==> config.mk <==
export PLATFORM = sky130hd
export DESIGN_NAME = route_sw_scheduler
export DESIGN_NICKNAME = d
export VERILOG_FILES = /design/src/rtl/route_sw_scheduler.sv
export SDC_FILE = /design/constraint.sdc
export NUM_CORES = 1
export LEC_CHECK = 0
export CORE_AREA = 5 5 109 111
export CTS_CLUSTER_DIAMETER = 50
export DETAILED_ROUTE_END_ITERATION = 12
export DIE_AREA = 0 0 114 116
export PLACE_DENSITY = 0.51
export SLEW_MARGIN = 20
export SYNTH_ARGS = -nofsm -noshare
export SYNTH_HDL_FRONTEND = slang
export SYNTH_SLANG_ARGS = --single-unit
==> constraint.sdc <==
create_clock -name clk -period 6.2 [get_ports clk]
set_clock_uncertainty 0.15 [all_clocks]
set_input_delay 0.93 -clock clk [delete_from_list [all_inputs] [get_ports clk]]
set_output_delay 0.93 -clock clk [all_outputs]
set_load 0.03 [all_outputs]
**Supply network**

Scale: 4 px per um. Pins as bars on the die edge. Tap cells in gray.
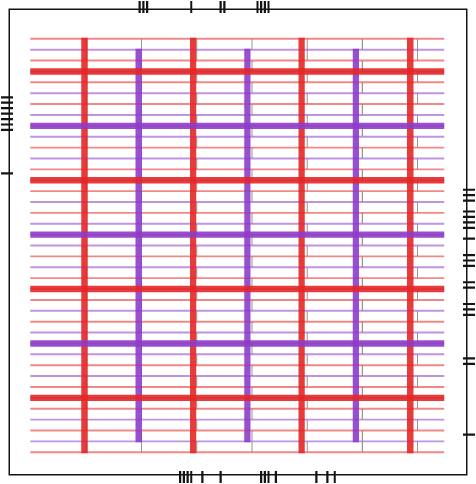
| net | color |
|---|---|
| VSS | red |
| VDD | purple |
met4 straps: 7
met5 straps: 7
rows: 38
met1 rails: 39
chip height: 116 um
peak supply drop: 0.133 mV
Die Span X: 114 um
Std-Cell Core Area: 10,700 um2

**Routed metal, one color a layer**

Scale: 4 px per um.
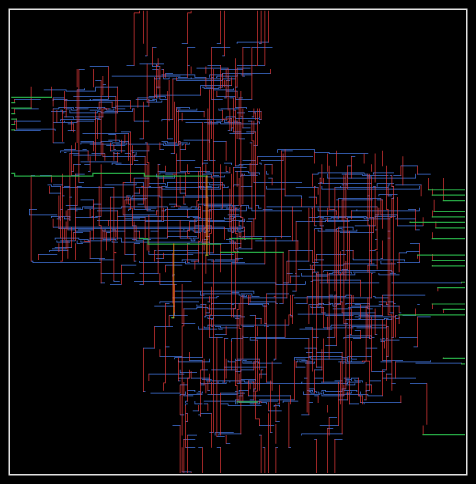
| layer | color | wire length |
|---|---|---|
| metal 4 | orange | 38.1 um |
| metal 1 | blue | 3,410 um |
| metal 3 | green | 268 um |
| metal 2 | red | 3,570 um |
wire length per cell after detailed routing: 13.8 um
wirelength, routed: 7290 um
via total after detailed routing: 2,516
Overall Global Routing Usage: 0.112

**Placed cells, one color a class**

Scale: 4 px per um. Fill, decap, tap and diode cells in gray.
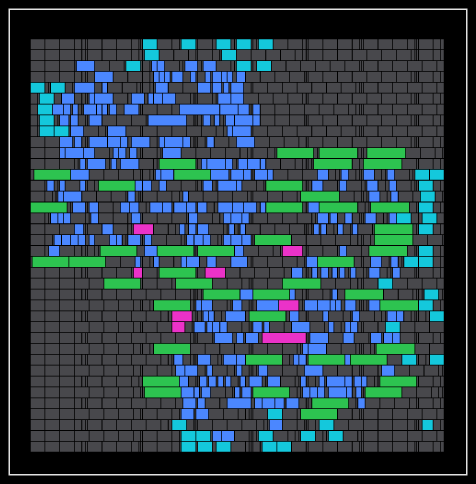
| class | color | cells | share of their area |
|---|---|---|---|
| other buffers and delay cells | cyan | 49 | 13% |
| combinational and other logic | blue | 284 | 52% |
| flops | green | 47 | 32% |
| clock drivers and dummy loads | magenta | 8 | 3.1% |
share of cell area taken by flip-flops and latches: 0.308
Core Rows: 38
share of the core filled with cells in the final layout: 0.363
post-route standard cell area excluding fillers: 3880 um2

==> run_results.csv <==
group,metric,value,unit
clocking,path_clk_slew,90,ps
timing,timing.hold.ws,352,ps
clocking,numCtsBuffers,5,
floorplan,core_util_floorplan,0.294,
timing,grt_setup_unrepaired,"no",
routing,routed-wl-met3,267,um
logic_synthesis,synth.comb.largest_family,"simple AND/OR/NAND/NOR gates",
timing,tns,0,ps
clocking,numClockSinks,47,
timing,timing_hold_violations_final,0,
logic_synthesis,synthesis.area,3150,um2
clocking,clock_tree.root_cell,"clkbuf_8",
global_routing,grt_first_pass_wirelength,12200,um
placed_design,gp_routability_congestion,0.828,
finish,final_net_count,441,
pwr,power.switching_fraction,0.387,
clocking,insertion_delay,300,ps
logic_synthesis,simple_gate_area_frac,0.217,
logic_synthesis,synth-seq-area-share,0.379,
logic_synthesis,synth-async-reset-ratio,1.00,
pwr,power.static_leakage,0.00157,uW
pwr,pwr-share-comb,0.380,
finish,area_growth_syn_to_layout,23.2,%
routing,route.met2.wl,3570,um
clocking,postCtsResizedCells,0,
run,cap_violations,0,
placed_design,dpl.hpwl,5680,um
logic_synthesis,yosys_warnings,0,
critical_path,critical_path.startpoint_type,"primary input",
clocking,post_cts_hold_buffer_count,0,
pwr,power_density,267,nW/um2
pwr,p_seq_frac,0.397,
logic_synthesis,synth_area_per_cell,9.32,um2
routing,antenna_nets_post_route,0,
clocking,cts_tree,"yes",
timing,slew_violations,0,
global_routing,first_global_vias,2601,
logic_synthesis,and_or_or_and_cells_area_fraction,0.159,
logic_synthesis,synth_adder_area_share,0.103,
outcome,outcome,"finished, final reports clean",
routing,route.detailed.vias_per_inst,4.77,
timing,report.final.setup_viol,0,
timing,finalWorstPathRequiredPeriod,4150,ps
logic_synthesis,synth-edff-count,0,
routing,topRoutingLayerUsed,"met4",
pwr,fin_total_pwr,1040,uW
timing,post-route-period-util,0.670,
routing,drt_first_iter_violations,76,
logic_synthesis,prevailing_post_synth_register_cell,"dfrtp_1",
run,total_number_of_warnings_across_the_stage_logs,31,
routing,wirelength_met1,3410,um
timing,timing.fmax,241,MHz
critical_path,critPathMaxFanout,26,
clocking,post-cts-setup-buffers,0,
finish,share_of_layout_cells_above_drive_strength_1,0.0902,
floorplan,io-pin-count,50,
logic_synthesis,syn_inst,338,
pwr,p_sw,400,uW
timing,slew_of_the_pin_with_the_lowest_slew_margin,990,ps
critical_path,crit_path_end_kind,"register",
global_routing,grt_max_degree,48,
pwr,cell_internal_pwr,635,uW
worst_hold_path,whs_path_depth,2,
logic_synthesis,xor_area_frac,0.108,
global_routing,antenna_found_initial,0,
placed_design,port_buffers,49,
logic_synthesis,ys_types,47,
logic_synthesis,numSynthFlops,47,
clocking,cts_htree_levels,2,
critical_path,critPathArrivalTime,4190,ps
logic_synthesis,synth.yosys.num_cells,338,
finish,num_antenna_cells,0,
logic_synthesis,syn_nets,392,
placed_design,dpl_worst_slack,1700,ps
global_routing,grt_overflow,0,
critical_path,cp_data_required_time,6240,ps
critical_path,regToRegSetupSlack,3680,ps
critical_path,timing_worst_setup_path_type,"primary input to register",
routing,detail_route.first_pass.iterations,4,
routing,remaining_drc_errors,0,
logic_synthesis,yosysChipArea,3150,um2
worst_hold_path,worstHoldPathType,"register to register",
kinds of logic after synthesis:
logic type	count (synthesis)
buf+inv	16
xor+xnor	39
fa+ha+maj	26
compound gates	74
flops	47
simple gates	134
mux	2
area by class of cell:
class / instances / area, um2
clock inverter: 3 / 45.0
timing repair buffer: 49 / 488
fill: 1126 / 6820
sequential: 47 / 1190
multi-input combinational: 275 / 1880
tap: 140 / 175
inverter: 9 / 33.8
clock buffer: 5 / 68.8
power by group through the flow:
stage / Combinational [uW] / Clock [uW] / Sequential (uW)
2_1_floorplan: 212 / 0 / 458
3_3_place_gp: 392 / 0 / 417
3_5_place_dp: 397 / 0 / 418
4_1_cts: 399 / 241 / 412
5_1_grt: 438 / 254 / 419
6_report: 394 / 231 / 411
cells in the mapped netlist, drive strengths merged, types with 9 or more instances:
| library cell | number | area [um2] |
|---|---|---|
| dfstp | 14 | 368 |
| and2 | 9 | 56.3 |
| nor3 | 10 | 60.1 |
| o21ai | 33 | 165 |
| xor2 | 16 | 140 |
| o31ai | 19 | 143 |
| a21oi | 9 | 45.0 |
| xnor2 | 23 | 201 |
| nand2 | 44 | 168 |
| inv | 9 | 33.8 |
| dfrtp | 33 | 826 |
| ha | 26 | 325 |
| nand3 | 13 | 65.1 |
| nor2 | 24 | 90.1 |
stage by stage:
step	cells	cell area [um2]
after floorplan	338	3150
after global placement	520	3760
final	528	3880
after detailed placement	520	3760
after CTS	528	3880
after global routing	528	3880
routing by layer:
layer  up-vias  global-route usage
met5         -                   0
met1      1175               0.141
met3         4              0.0214
met4         0              0.0190
met2        36               0.202
li1       1301                   -
worst max-delay path, stage by stage:
cell and delay, ps:
clkdlybuf4s50_1 460, inv_1 130, ha_1 210, nand3_1 110, nor4_1 470, nand2_1 140
xor2_1 180, ha_1 290, nand4_1 160, o41ai_4 420, o311ai_4 360, a31o_1 330
cells in the final DEF (no fill, tap or decap), types with 3 or more instances in the layout:
master | Yosys | layout
clkdlybuf4s50_1 | 0 | 48
nand2_1 | 43 | 43
dfrtp_1 | 33 | 33
o21ai_0 | 32 | 32
ha_1 | 26 | 26
nor2_1 | 24 | 24
xnor2_1 | 23 | 23
o31ai_1 | 19 | 19
xor2_1 | 16 | 16
dfstp_2 | 14 | 14
nand3_1 | 13 | 13
inv_1 | 9 | 9
a21oi_1 | 9 | 9
and2_1 | 9 | 9
nor3_1 | 8 | 8
nand4_1 | 8 | 8
nand2b_1 | 7 | 7
clkbuf_8 | 0 | 5
nor4_1 | 4 | 4
or3_1 | 3 | 3
Power and IR drop assume default switching activity.
